--- src/rtl/sb_mac16.sv ---
`default_nettype none
// +----------------------------------------------------------------------------+
// | sb_mac16 : 16-bit DSP slice, two add/sub/accumulate lanes with mult feeds  |
// | Rev 1.0                                                                    |
// +----------------------------------------------------------------------------+
module sb_mac16 #(
   parameter bit       A_REG                 = 1'b0,
   parameter bit       B_REG                 = 1'b0,
   parameter bit       C_REG                 = 1'b0,
   parameter bit       D_REG                 = 1'b0,
   parameter bit       A_SIGNED              = 1'b0,
   parameter bit       B_SIGNED              = 1'b0,
   parameter bit       TOPADDSUB_UPPERINPUT  = 1'b0,
   parameter bit       BOTADDSUB_UPPERINPUT  = 1'b0,
   parameter bit [1:0] TOPADDSUB_LOWERINPUT  = 2'b00,
   parameter bit [1:0] BOTADDSUB_LOWERINPUT  = 2'b00,
   parameter bit [1:0] TOPADDSUB_CARRYSELECT = 2'b00,
   parameter bit [1:0] BOTADDSUB_CARRYSELECT = 2'b00,
   parameter bit [1:0] TOPOUTPUT_SELECT      = 2'b00,
   parameter bit [1:0] BOTOUTPUT_SELECT      = 2'b00
) (
   input  logic        i_clk,
   input  logic        i_rst_n,
   input  logic        i_ce,
   input  logic [15:0] i_a,
   input  logic [15:0] i_b,
   input  logic [15:0] i_c,
   input  logic [15:0] i_d,
   input  logic        i_ahold,
   input  logic        i_bhold,
   input  logic        i_chold,
   input  logic        i_dhold,
   input  logic        i_oholdtop,
   input  logic        i_oholdbot,
   input  logic        i_oloadtop,
   input  logic        i_oloadbot,
   input  logic        i_addsubtop,
   input  logic        i_addsubbot,
   input  logic        i_ci,
   output logic [31:0] o_o,
   output logic        o_co
);

   logic [15:0] r_a, r_b, r_c, r_d;
   logic [15:0] r_acc_top, r_acc_bot;
   logic [15:0] w_a, w_b, w_c, w_d;
   logic        w_a_sx, w_b_sx;
   logic [15:0] w_at_ext, w_bt_ext, w_ab_ext, w_bb_ext;
   logic [31:0] w_a_ext, w_b_ext;
   logic [15:0] w_p8_top, w_p8_bot;
   logic [31:0] w_p16;
   logic [15:0] w_top_up, w_bot_up, w_top_lo, w_bot_lo;
   logic        w_top_cin, w_bot_cin;
   logic [16:0] w_top_sum, w_bot_sum;
   logic [15:0] w_top_out, w_bot_out;

   // Input registers are always present; the X_REG parameters only pick the tap.
   always_ff @(posedge i_clk) begin
      if (!i_rst_n) begin
         r_a <= '0;
         r_b <= '0;
         r_c <= '0;
         r_d <= '0;
      end else if (i_ce) begin
         if (!i_ahold) r_a <= i_a;
         if (!i_bhold) r_b <= i_b;
         if (!i_chold) r_c <= i_c;
         if (!i_dhold) r_d <= i_d;
      end
   end

   assign w_a = A_REG ? r_a : i_a;
   assign w_b = B_REG ? r_b : i_b;
   assign w_c = C_REG ? r_c : i_c;
   assign w_d = D_REG ? r_d : i_d;

   // Operands are sign/zero-extended to the result width, so a plain
   // unsigned multiply yields the correct signed or mixed low-order bits.
   assign w_a_sx   = A_SIGNED & w_a[15];
   assign w_b_sx   = B_SIGNED & w_b[15];
   assign w_at_ext = {{8{A_SIGNED & w_a[15]}}, w_a[15:8]};
   assign w_bt_ext = {{8{B_SIGNED & w_b[15]}}, w_b[15:8]};
   assign w_ab_ext = {{8{A_SIGNED & w_a[7]}},  w_a[7:0]};
   assign w_bb_ext = {{8{B_SIGNED & w_b[7]}},  w_b[7:0]};
   assign w_a_ext  = {{16{w_a_sx}}, w_a};
   assign w_b_ext  = {{16{w_b_sx}}, w_b};

   assign w_p8_top = w_at_ext * w_bt_ext;
   assign w_p8_bot = w_ab_ext * w_bb_ext;
   assign w_p16    = w_a_ext * w_b_ext;

   assign w_top_up = TOPADDSUB_UPPERINPUT ? w_c : r_acc_top;
   assign w_bot_up = BOTADDSUB_UPPERINPUT ? w_d : r_acc_bot;

   always_comb begin
      w_top_lo = '0;
      case (TOPADDSUB_LOWERINPUT)
         2'b00:   w_top_lo = w_a;
         2'b01:   w_top_lo = w_p8_top;
         2'b10:   w_top_lo = w_p16[31:16];
         default: w_top_lo = '0;
      endcase
   end

   always_comb begin
      w_bot_lo = '0;
      case (BOTADDSUB_LOWERINPUT)
         2'b00:   w_bot_lo = w_b;
         2'b01:   w_bot_lo = w_p8_bot;
         2'b10:   w_bot_lo = w_p16[15:0];
         default: w_bot_lo = '0;
      endcase
   end

   // In subtract mode bit 16 of the 17-bit difference is the borrow flag.
   assign w_bot_cin = BOTADDSUB_CARRYSELECT[1] ? i_ci : BOTADDSUB_CARRYSELECT[0];
   assign w_bot_sum = i_addsubbot
                    ? ({1'b0, w_bot_up} - {1'b0, w_bot_lo} - {16'd0, w_bot_cin})
                    : ({1'b0, w_bot_up} + {1'b0, w_bot_lo} + {16'd0, w_bot_cin});

   assign w_top_cin = TOPADDSUB_CARRYSELECT[1] ? w_bot_sum[16] : TOPADDSUB_CARRYSELECT[0];
   assign w_top_sum = i_addsubtop
                    ? ({1'b0, w_top_up} - {1'b0, w_top_lo} - {16'd0, w_top_cin})
                    : ({1'b0, w_top_up} + {1'b0, w_top_lo} + {16'd0, w_top_cin});

   always_ff @(posedge i_clk) begin
      if (!i_rst_n) begin
         r_acc_top <= '0;
         r_acc_bot <= '0;
      end else if (i_ce) begin
         if (!i_oholdtop) r_acc_top <= i_oloadtop ? w_c : w_top_sum[15:0];
         if (!i_oholdbot) r_acc_bot <= i_oloadbot ? w_d : w_bot_sum[15:0];
      end
   end

   always_comb begin
      w_top_out = '0;
      case (TOPOUTPUT_SELECT)
         2'b00:   w_top_out = w_top_sum[15:0];
         2'b01:   w_top_out = r_acc_top;
         2'b10:   w_top_out = w_p8_top;
         default: w_top_out = w_p16[31:16];
      endcase
   end

   always_comb begin
      w_bot_out = '0;
      case (BOTOUTPUT_SELECT)
         2'b00:   w_bot_out = w_bot_sum[15:0];
         2'b01:   w_bot_out = r_acc_bot;
         2'b10:   w_bot_out = w_p8_bot;
         default: w_bot_out = w_p16[15:0];
      endcase
   end

   assign o_o  = {w_top_out, w_bot_out};
   assign o_co = w_top_sum[16];

endmodule
`default_nettype wire

--- config.mk ---
export PLATFORM = sky130hd
export DESIGN_NAME = sb_mac16
export DESIGN_NICKNAME = d
export VERILOG_FILES = /design/src/rtl/sb_mac16.sv
export SDC_FILE = /design/constraint.sdc
export NUM_CORES = 1
export LEC_CHECK = 0
export CAP_MARGIN = 20
export CORE_UTILIZATION = 41
export DETAILED_ROUTE_END_ITERATION = 12
export PLACE_DENSITY = 0.7
export SYNTH_ARGS = -nofsm -noshare
export SYNTH_HDL_FRONTEND = slang
export SYNTH_SLANG_ARGS = --single-unit
--- constraint.sdc ---
create_clock -name i_clk -period 12.5 [get_ports i_clk]
set_clock_uncertainty 0.2 [all_clocks]
set_input_delay 2.5 -clock i_clk [delete_from_list [all_inputs] [get_ports i_clk]]
set_output_delay 2.5 -clock i_clk [all_outputs]
set_load 0.01 [all_outputs]
==> images/met3.png <==
Drawn at 4 px/um. Cells faint in the background.
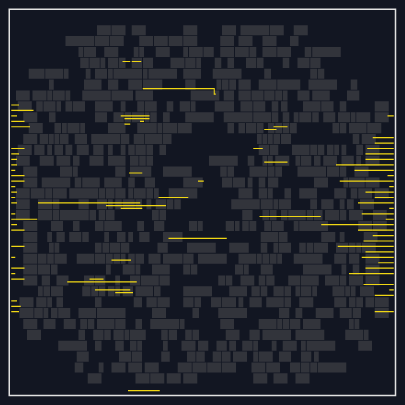
longest straight run	25.3 um
wire length on this layer	445 um
share of all routed wire	4.3%
M3 GR Usage: 2.370%
via count: 3868
Post-Route WL: 10.39 mm

==> images/final_clocks.png <==
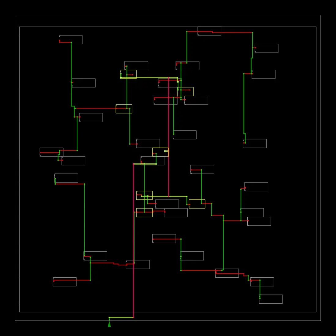
CTS Buf Count: 5
clk_buf instances: 7
worst skew pair latency: 0.29 ns

==> images/cell_classes.png <==
Drawn at 4 px/um.
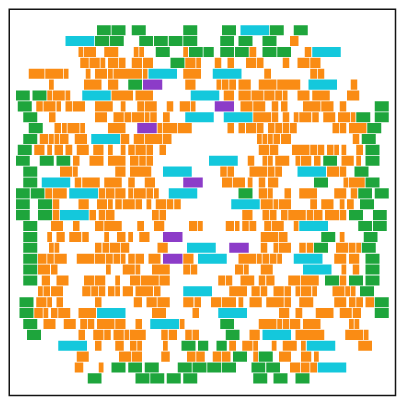
class	color	cells
all other logic	orange	440
clock drivers and dummy loads	purple	7
flip-flops	cyan	32
other buffers and delay cells	green	108
core box area: 8382 um2
FP Rows: 33
Seq area share: 13.20%

==> images/wire_density.png <==
Drawn at 4 px/um. The die is cut into 19 by 19 equal tiles; dark purple is low, yellow is high, scaled to the fullest tile. Values are wire area over tile area, all layers added.
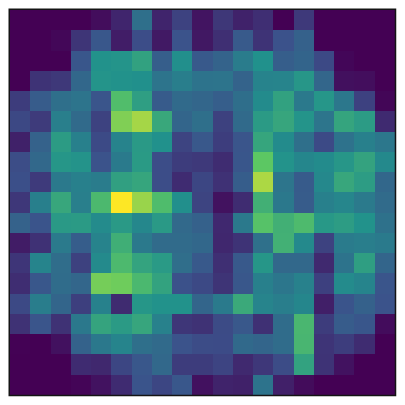
nearly empty tiles	11%
mean over tiles	0.18
fullest tile	0.57
tiles over half the peak	20%
densest ninth of the die	right middle
WL/cell: 15.02 um
overall global routing resource usage: 23.01%

## report_power, final
| part | internal [mW] | total, mW | switching [mW] |
|---|---|---|---|
| sequential | 0.110 | 0.115 | 0.00462 |
| clock | 0.0492 | 0.0919 | 0.0427 |
| combinational | 0.141 | 0.278 | 0.138 |
| total | 0.300 | 0.485 | 0.185 |
## worst max-delay path: cells and delay by family
| kind | cells | cell delay (ns) |
|---|---|---|
| fa+ha+maj | 1 | 0.41 |
| xor+xnor | 2 | 0.31 |
| simple gates | 5 | 1.52 |
| compound gates | 2 | 0.72 |
| buf+inv | 2 | 1.06 |
## flip-flops by register name, summed over array words and instances (netlist names)
register	count
r_acc_top	16
r_acc_bot	16
## routing by layer
layer	vias up	GRT usage [%]
met5	-	0
met3	13	2.370
li1	1975	-
met4	0	6.343
met1	1778	28.77
met2	102	41.49
==> CHANGELOG.md <==
### Metrics

- Status: finished, final reports clean
- Power per cell area: 99.90 nW/um2
- Initial antenna violation count: 0
- NonClk Buf Share: 22.12%
- Worst r2r path cells: 9
- Total gr overflow: 0
- DRT Pass-1 Iters: 4
- Final setup viols: 0
- Crit. End Element: output pin
- Area leader, netlist: dfxtp_1
- Async set or reset register ratio after synthesis: 0%
- Hold_sp: r_acc_bot[2]
- Fin crit share: 73.87%
- Gate Area: 2824 um2
- Post-synth EDFFs: 0
- Comb area leader: AND-OR/OR-AND gates
- Pre-Place Util: 43.38%
- Worst Setup Start Kind: input pin
- Worst-margin pin slew: 0.9187 ns
- Final Max Slew Viols: 0
- DR WL met2: 5.104 mm
- # H-tree levels: 2
- Sequential area share after synthesis: 17.62%
- Non-clock buffers: 108
- Most instantiated logic cell after routing: clkdlybuf4s50_1
- Post-DRT Antenna Nets: 0
- Post-Synth XOR/XNOR Area: 12.77%
- Synth Net Count: 607
- CP startpoint: i_a[9]
- Yosys synthesis warning count: 0
- Post-cts sizing count: 0
- Inverter count: 23
- Main synth FF type: dfxtp_1
- Number of I/O pins: 111
- Register area: between 600 and 700 um2
- Initial drt markers: 96
- Most instantiated cells after synthesis: 57 x a21oi_1, 46 x nor2_1, 44 x xnor2_1
- Port Buffer Count: approximately 110
- Fin area: 4852 um2
- Slowest stage cell, crit path: clkdlybuf4s50_1
- Die area: 9249 um2
- M1 WL: 4.682 mm
- Worst Path Max Fanout: 9
- Worst path cell trace: clkdlybuf4s50_1 > or4_1 > nor4_1 > nor2_1 > xnor2_1 > ha_1 > nand2_1 > a2111oi_2 > nor3_1 > o21ai_0 > xnor2_1 > clkdlybuf4s50_1
- Rel. slew slack: 38.56%
- Gpl congestion: ~0.9
- FMAX: around 0.11 GHz
- Hold Buf Count CTS: 0
- Die W: 96.17 um
- Routed vias/inst: 5.590
- Maximum vdd drop: approximately 46 uV
- Top cell area share: around 18%
- Hold Crit Depth: 2
- Nets@finish: approximately 700
- # Max-Cap Violations: 0
- Setup CP Type: input pin to output pin
- Logic share of the area: 58.20%
- MI comb cells: 417
- RSZ-0062 raised after global routing: no
- Yosys reg bits: 32
- Detailed Place HPWL: 8.100 mm
- Max layer used: met4
- Aoi/oai-family share of the synthesized area: 27.56%
- Dominant kind of cell: combinational gates
- Min cycle time layout: 9.234 ns
- P&R area growth vs syn: 33.45%
- # diodes: 0
- CTS tree: built
- Log Warnings: 31
- Cell count after synthesis: 494
- # DRC: 0
- Post-Place Setup Slack: 3.281 ns
- Vias in the first global route: around 3.6k
- R2R Setup Slk: 9.67 ns
- Number of tapcells: 105
- Max clock buf depth: 2
- Post-route setup TNS: 0 ns
- FF-to-FF End: r_acc_top[14]
- Pleak: 2.030 nW
- First-pass GRT wire length: 16.57 mm
- Most instantiated logic cells after routing: 105 x clkdlybuf4s50_1, 57 x a21oi_1, 46 x nor2_1
- Largest net degree at the start of global routing: 29
- Arrival time at the worst endpoint: 6.53 ns
- Die Span Y: 96.17 um
- WHS: 0.2693 ns
- Unique cell types: 54
- Clk pin slew, worst setup/hold paths: 0.07 ns
- Req. time, crit path: between 9 and 10 ns
- Area fraction in full adders, half adders and majority gates: 12.46%
- Post-route setup slack: ~3.3 ns
- Simple-gate share of the synthesized area: 21.54%
- Yosys chip area: 3636 um2
- Filler cells: 780
- Tot Pwr: 484.7 uW
- FF-to-FF Start: r_acc_top[0]
- FFs & Latches: 32
- Area after DPL: 4756 um2
- Syn avg cell area: 7.360 um2
- Number of cells in Yosys stat: 494
- Top post-synthesis cells by area: dfxtp_1 18%, ha_1 11%, xnor2_1 11%, a21oi_1 7.8%, o21ai_0 5.1%
- Postcts setup bufs: 0
- Final core utilization: 57.89%
- Multiplexer share: between 3 and 4%
- Ratio of cells with drive above 1 in the final layout: 3.578%
- Yosys top cell by instances: a21oi_1
- Hold crit path type: register to register
- Layout clock area frac: 1.986%
- Hold EP: r_acc_bot[2]
- Final Hold Vio Count: 0
- Met3 wire length: 444 um
- Placed Instances: 685
- Mapped Area: ~3600 um2
- Non-Filler Instances: 692
- CP peak stage delay: 0.56 ns
- Clock root cell: clkbuf_8
- CP endpoint: o_co
- Clock Sinks: 32
No activity file was given, so power comes from the tool's default toggle rates.
